--- config.mk ---
export PLATFORM = sky130hd
export DESIGN_NAME = axi3ch_addr_arb
export DESIGN_NICKNAME = d
export VERILOG_FILES = /design/src/rtl/axi_arb_pkg.sv /design/src/rtl/axi_arb_pick.sv /design/src/rtl/axi3ch_addr_arb.sv
export SDC_FILE = /design/constraint.sdc
export NUM_CORES = 1
export LEC_CHECK = 0
export CORE_AREA = 2 2 163 165
export CTS_BUF_LIST = sky130_fd_sc_hd__clkbuf_8 sky130_fd_sc_hd__clkbuf_16
export DETAILED_ROUTE_END_ITERATION = 6
export DIE_AREA = 0 0 165 167
export GPL_ROUTABILITY_DRIVEN = 0
export GPL_TIMING_DRIVEN = 0
export HOLD_SLACK_MARGIN = 0.12
export PLACE_DENSITY_LB_ADDON = 0.2
export SYNTH_ARGS = -nofsm -noshare
export SYNTH_HDL_FRONTEND = slang
export SYNTH_SLANG_ARGS = --single-unit
export TNS_END_PERCENT = 50
--- constraint.sdc ---
create_clock -name clk -period 5.65 [get_ports clk]
set_input_delay 1.13 -clock clk [delete_from_list [all_inputs] [get_ports clk]]
set_output_delay 1.13 -clock clk [all_outputs]
set_load 0.03 [all_outputs]
--- src/rtl/axi_arb_pkg.sv ---
// Shared types, constants and the wrap-around search helper for the
// three-channel AXI address arbiter.
package axi_arb_pkg;

  localparam int NUM_CH = 3;

  typedef enum logic [1:0] {
    ARB_FIXED = 2'd0,
    ARB_RR    = 2'd1,
    ARB_WRR   = 2'd2
  } arb_mode_e;

  // First valid channel searching from last_id+1 and wrapping 2 -> 0.
  // last_id itself is the final candidate; with nothing valid, last_id is returned.
  function automatic logic [1:0] next_rr(input logic [2:0] valid, input logic [1:0] last_id);
    logic [1:0] res;
    int         idx;
    res = last_id;
    for (int k = NUM_CH; k >= 1; k--) begin
      idx = (int'(last_id) + k) % NUM_CH;
      if (valid[idx]) begin
        res = 2'(idx);
      end else begin
        res = res;
      end
    end
    return res;
  endfunction

endpackage

--- src/rtl/axi_arb_pick.sv ---
// Combinational grant selection for the three-channel address arbiter.
// Holds no state: last_id and run_cnt are owned by the top level.
module axi_arb_pick
  import axi_arb_pkg::*;
#(
  parameter int CNT_W = 16
) (
  input  logic [NUM_CH-1:0]            valid,
  input  logic [1:0]                   mode,
  input  logic                         en,
  input  logic [1:0]                   last_id,
  input  logic [CNT_W-1:0]             run_cnt,
  input  logic [NUM_CH-1:0][CNT_W-1:0] weights,
  output logic [1:0]                   pick
);

  logic [CNT_W-1:0] weight_s;
  logic [CNT_W-1:0] limit_s;
  logic             last_vld_s;
  logic [1:0]       fixed_s;

  // Weight/valid of the channel that won last, and the fixed-priority candidate.
  always_comb begin
    weight_s   = {CNT_W{1'b0}};
    last_vld_s = 1'b0;
    case (last_id)
      2'd0:    begin weight_s = weights[0]; last_vld_s = valid[0]; end
      2'd1:    begin weight_s = weights[1]; last_vld_s = valid[1]; end
      2'd2:    begin weight_s = weights[2]; last_vld_s = valid[2]; end
      default: begin weight_s = weights[0]; last_vld_s = 1'b0;     end
    endcase
    // A zero weight still allows one grant.
    if (weight_s == {CNT_W{1'b0}}) begin
      limit_s = {{(CNT_W-1){1'b0}}, 1'b1};
    end else begin
      limit_s = weight_s;
    end
    if (valid[0]) begin
      fixed_s = 2'd0;
    end else if (valid[1]) begin
      fixed_s = 2'd1;
    end else if (valid[2]) begin
      fixed_s = 2'd2;
    end else begin
      fixed_s = 2'd0;
    end
  end

  // Mode-dependent pick; reserved mode 3 falls back to fixed priority.
  always_comb begin
    pick = 2'd0;
    if (!en) begin
      pick = 2'd0;
    end else begin
      case (mode)
        ARB_RR:  pick = next_rr(valid, last_id);
        ARB_WRR: begin
          if (last_vld_s && (run_cnt < limit_s)) begin
            pick = last_id;
          end else begin
            pick = next_rr(valid, last_id);
          end
        end
        default: pick = fixed_s;
      endcase
    end
  end

endmodule

--- src/rtl/axi3ch_addr_arb.sv ---
// Three-channel AXI address arbiter (one instance per AW or AR).
// Zero-latency combinational grant path; a presented request is locked
// until it handshakes. Optional per-channel grant statistics are built
// when the macro ARB_STATS_EN is defined; otherwise grant_cnt* read 0.
module axi3ch_addr_arb
  import axi_arb_pkg::*;
#(
  parameter int PLD_W = 64,
  parameter int CNT_W = 16
) (
  input  logic                      clk,
  input  logic                      rst,
  input  logic                      arb_en,
  input  logic [1:0]                arb_mode,
  input  logic [CNT_W-1:0]          weight0,
  input  logic [CNT_W-1:0]          weight1,
  input  logic [CNT_W-1:0]          weight2,
  input  logic [NUM_CH-1:0]         s_valid,
  input  logic [NUM_CH*PLD_W-1:0]   s_payload,
  output logic [NUM_CH-1:0]         s_ready,
  output logic                      m_valid,
  output logic [PLD_W-1:0]          m_payload,
  output logic [1:0]                m_id,
  input  logic                      m_ready,
  output logic [31:0]               grant_cnt0,
  output logic [31:0]               grant_cnt1,
  output logic [31:0]               grant_cnt2
);

  logic             locked_r;
  logic [1:0]       lock_id_r;
  logic [1:0]       last_id_r;
  logic [CNT_W-1:0] run_cnt_r;
  logic [1:0]       pick_s;
  logic [1:0]       cur_s;
  logic             sel_vld_s;
  logic [PLD_W-1:0] sel_pld_s;
  logic             hs_s;

  axi_arb_pick #(.CNT_W(CNT_W)) u_pick (
    .valid   (s_valid),
    .mode    (arb_mode),
    .en      (arb_en),
    .last_id (last_id_r),
    .run_cnt (run_cnt_r),
    .weights ({weight2, weight1, weight0}),
    .pick    (pick_s)
  );

  // A locked grant overrides the pick. With arb_en=0 the pick is already
  // channel 0, and a locked grant must complete, so every cur is eligible.
  assign cur_s = locked_r ? lock_id_r : pick_s;
  assign hs_s  = m_valid & m_ready;

  // Mux the selected requester downstream; everything reads 0 while in reset.
  always_comb begin
    sel_vld_s = 1'b0;
    sel_pld_s = {PLD_W{1'b0}};
    m_valid   = 1'b0;
    m_payload = {PLD_W{1'b0}};
    m_id      = 2'd0;
    s_ready   = {NUM_CH{1'b0}};
    case (cur_s)
      2'd0:    begin sel_vld_s = s_valid[0]; sel_pld_s = s_payload[0       +: PLD_W]; end
      2'd1:    begin sel_vld_s = s_valid[1]; sel_pld_s = s_payload[PLD_W   +: PLD_W]; end
      2'd2:    begin sel_vld_s = s_valid[2]; sel_pld_s = s_payload[2*PLD_W +: PLD_W]; end
      default: begin sel_vld_s = 1'b0;       sel_pld_s = {PLD_W{1'b0}};             end
    endcase
    if (rst) begin
      m_valid = 1'b0;
    end else begin
      m_valid   = sel_vld_s;
      m_payload = sel_pld_s;
      m_id      = cur_s;
      if (sel_vld_s && m_ready) begin
        s_ready = 3'b001 << cur_s;
      end else begin
        s_ready = {NUM_CH{1'b0}};
      end
    end
  end

  // Lock on a stalled request; track the last winner and its run length.
  always_ff @(posedge clk or posedge rst) begin
    if (rst) begin
      locked_r  <= 1'b0;
      lock_id_r <= 2'd0;
      last_id_r <= 2'd2;
      run_cnt_r <= {CNT_W{1'b0}};
    end else if (hs_s) begin
      locked_r <= 1'b0;
      if (cur_s == last_id_r) begin
        if (run_cnt_r == {CNT_W{1'b1}}) begin
          run_cnt_r <= run_cnt_r;
        end else begin
          run_cnt_r <= run_cnt_r + {{(CNT_W-1){1'b0}}, 1'b1};
        end
      end else begin
        run_cnt_r <= {{(CNT_W-1){1'b0}}, 1'b1};
        last_id_r <= cur_s;
      end
    end else if (m_valid && !m_ready) begin
      locked_r  <= 1'b1;
      lock_id_r <= cur_s;
    end else begin
      locked_r  <= locked_r;
    end
  end

`ifdef ARB_STATS_EN
  logic [31:0] grant_cnt_r [NUM_CH];

  // Per-channel accepted-transfer counters, wrapping at 2^32.
  always_ff @(posedge clk or posedge rst) begin
    if (rst) begin
      for (int k = 0; k < NUM_CH; k++) begin
        grant_cnt_r[k] <= 32'd0;
      end
    end else begin
      for (int k = 0; k < NUM_CH; k++) begin
        if (hs_s && (cur_s == 2'(k))) begin
          grant_cnt_r[k] <= grant_cnt_r[k] + 32'd1;
        end else begin
          grant_cnt_r[k] <= grant_cnt_r[k];
        end
      end
    end
  end

  assign grant_cnt0 = grant_cnt_r[0];
  assign grant_cnt1 = grant_cnt_r[1];
  assign grant_cnt2 = grant_cnt_r[2];
`else
  assign grant_cnt0 = 32'd0;
  assign grant_cnt1 = 32'd0;
  assign grant_cnt2 = 32'd0;
`endif

endmodule
Run 1, a small window of the routed layout:
Window x 111 to 136, y 29 to 54 µm. Cells in gray, sequential cells in the stronger gray; small squares are vias.
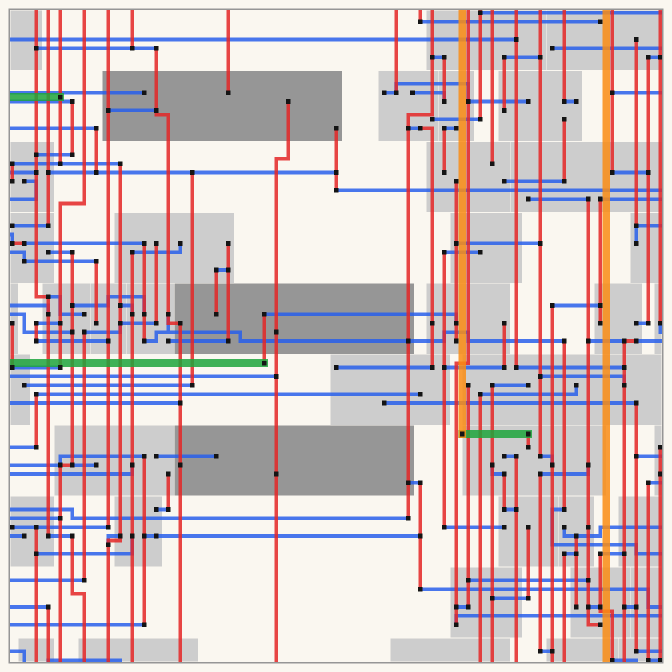
M4: marked orange. M2: marked red. M3: marked green. M1: marked blue.
Netlist names of flops here include run_cnt_r (3). Sequential cells in the window: 3. 29 logic cells have their middle in the window. Most frequent: o21ai_0 (5), ha_1 (3), dfrtp_1 (3).

Run 1, routing congestion map:
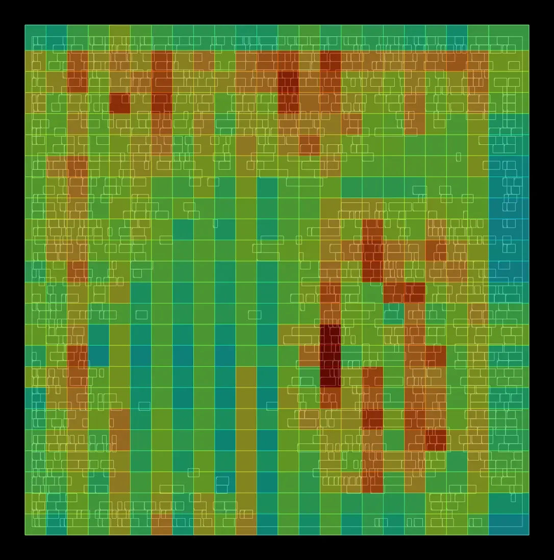
GRT Resource Usage Total: 17.86%
final core occ: 39.76%
busiest layer in global routing: met2

Run 1, routed metal, one color a layer:
Only two layers are drawn.
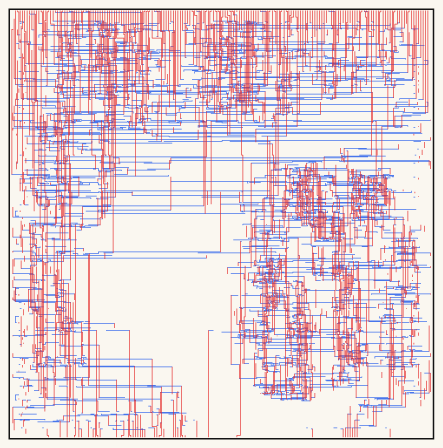
M2: marked red, wire length 12800 µm. M1: marked blue, wire length 11600 µm.
final wirelength: 26.62 mm
routed len/inst: 17.88 µm
via count: 6515

Run 1, metal 4:
Cells faint in the background.
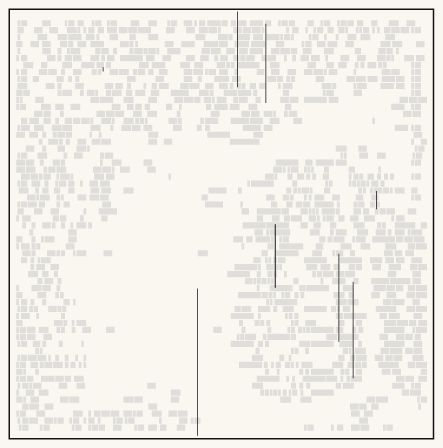
8 nets have wire on it. The longest straight run is 57.1 µm. The layer holds 0.83% of the routed length.

==> run summary, run 1 <==
yosys + openroad results -> Slew @ Worst Pin between 0.8 and 0.9 ns, Internal Power 2.003 mW, cts hold-fix bufs 0, Setup-failing EPs final 2, most common library cells after synthesis buf_4, nand2_1, a21oi_1, nand3_1, mux2_2, status finished, violations left, Data buffer area share between 40 and 50%, count leader, synth buf_4, endpoints failing hold 0, first-pass GRT wire length ~38 mm, Top cells excl fill/tap clkdlybuf4s50_1, buf_4, conb_1, die y size 167 µm, count of non-CTS buffers in the layout 491, Reg2Reg Launch Point last_id_r[1], area fraction in xor and xnor cells 0%, Seq pwr share between 5 and 6%, CTS sink count 21, post-synthesis instance area a little over 0.005 mm², sequential cells 21, crit-path cells clkinvlp_4 > ha_1 > buf_6 > buf_6 > mux2i_2 > ha_1 > nand4_1 > nor4_4 > a221oi_2 > and2_4 > o2111ai_2 > o211ai_1 > nor2_4 > buf_12 > buf_12 > clkbuf_16 > mux2_2 > nand2_2 > a21oi_2 > buf_6, area grow syn2layout 102.9%, switching pwr ~2.1 mW, reg-to-reg endpoint run_cnt_r[5], Longest Clk Path Bufs 2, placed cell count between 1000 and 1500, failing checks setup timing, cell taking the most area after synthesis buf_4, Yosys warnings 0, Largest register FFs 16, hold path cells 2, PnR worst setup slack -0.01310 ns, FP Util roughly 20%, CP top delay family buffers and inverters, Top reg by flops run_cnt_r, Flop area 528.0 µm², main logic family after synthesis AND-OR/OR-AND gates, initial DRC count between 300 and 400
## Run 2: what changed since run 1
--- a/config.mk
+++ b/config.mk
@@ -5,6 +5,7 @@
 export SDC_FILE = /design/constraint.sdc
 export NUM_CORES = 1
 export LEC_CHECK = 0
+export ABC_CLOCK_PERIOD_IN_PS = 5650
 export CORE_AREA = 2 2 163 165
 export CTS_BUF_LIST = sky130_fd_sc_hd__clkbuf_8 sky130_fd_sc_hd__clkbuf_16
 export DETAILED_ROUTE_END_ITERATION = 6
==> run 2 against run 1 <==
Net effect:
- the flow still finishes with violations (setup timing)
- total power is the same
- register-to-register slack is essentially flat
- critical path type unchanged
- sequential share of layout area is the same
- wire length is the same
- area after synthesis is the same
- design area is the same
- sequential power is essentially flat
- clock skew is the same
- cell count is the same
- maximum frequency is the same
==> run summary, run 2 <==
yosys + openroad results -> status finished, violations left (unchanged), failing checks setup timing (unchanged), Yosys warnings 0 (unchanged), switching pwr 2.071 mW (unchanged), most common library cells after synthesis buf_4, nand2_1, a21oi_1, nand3_1, mux2_2 (unchanged), post-synthesis instance area 0.005050 mm² (unchanged), cts hold-fix bufs 0 (unchanged), reg-to-reg endpoint run_cnt_r[5] (unchanged), Largest register FFs 16 (unchanged), Data buffer area share 45.76% (unchanged), busiest layer in global routing met2 (unchanged), main logic family after synthesis AND-OR/OR-AND gates (unchanged), hold path cells 2 (unchanged), Top cells excl fill/tap clkdlybuf4s50_1, buf_4, conb_1 (unchanged), area grow syn2layout 102.9% (unchanged), Setup-failing EPs final 2 (unchanged), Top reg by flops run_cnt_r (unchanged), GRT Resource Usage Total 17.86% (unchanged), cell taking the most area after synthesis buf_4 (unchanged), placed cell count 1458 (unchanged), area fraction in xor and xnor cells 0% (unchanged), Longest Clk Path Bufs 2 (unchanged), CP top delay family buffers and inverters (unchanged), Slew @ Worst Pin 0.8565 ns (unchanged), final wirelength 26.62 mm (unchanged), CTS sink count 21 (unchanged), count leader, synth buf_4 (unchanged), PnR worst setup slack -0.01310 ns (unchanged), first-pass GRT wire length 37.63 mm (unchanged), count of non-CTS buffers in the layout 491 (unchanged), sequential share of cell area 5.154% (unchanged), Seq pwr share 5.4% (about the same), Internal Power 2.003 mW (unchanged), initial DRC count 310 (unchanged), via count 6515 (unchanged), Flop area 528.0 µm² (unchanged), crit-path cells clkinvlp_4 > ha_1 > buf_6 > buf_6 > mux2i_2 > ha_1 > nand4_1 > nor4_4 > a221oi_2 > and2_4 > o2111ai_2 > o211ai_1 > nor2_4 > buf_12 > buf_12 > clkbuf_16 > mux2_2 > nand2_2 > a21oi_2 > buf_6 (unchanged)
Run 2, a small window of the routed layout:
Window x 111 to 136, y 29 to 54 µm. Cells in gray, sequential cells in the stronger gray; small squares are vias.
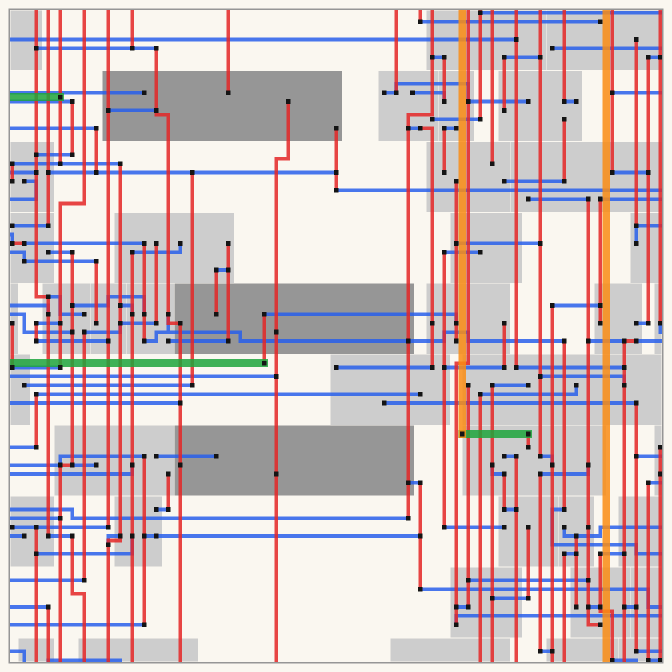
M3: marked green. M2: marked red. M4: marked orange. M1: marked blue.
Most frequent: o21ai_0 (5), ha_1 (3), dfrtp_1 (3). 29 logic cells have their middle in the window. Sequential cells in the window: 3. Netlist names of flops here include run_cnt_r (3).

Run 2, PDN straps and rails:
The bar under the picture is 50 µm long. Pins as bars on the die edge. Tap cells in gray.
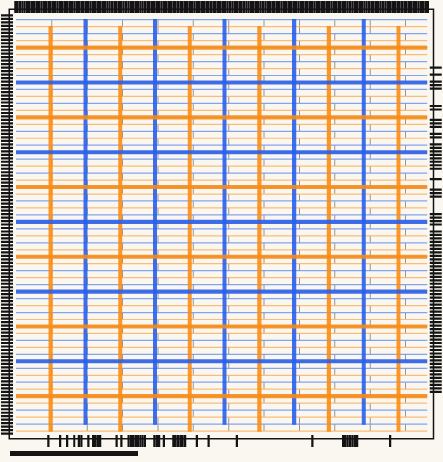
VSS: marked orange. VDD: marked blue.
11 straps on met5. 11 straps on met4.
Die X: 165 µm
Max VDD drop: 0.2534 mV
die y size: 167 µm
core footprint: 0.02576 mm²

Power is estimated from default activity; no workload was simulated.
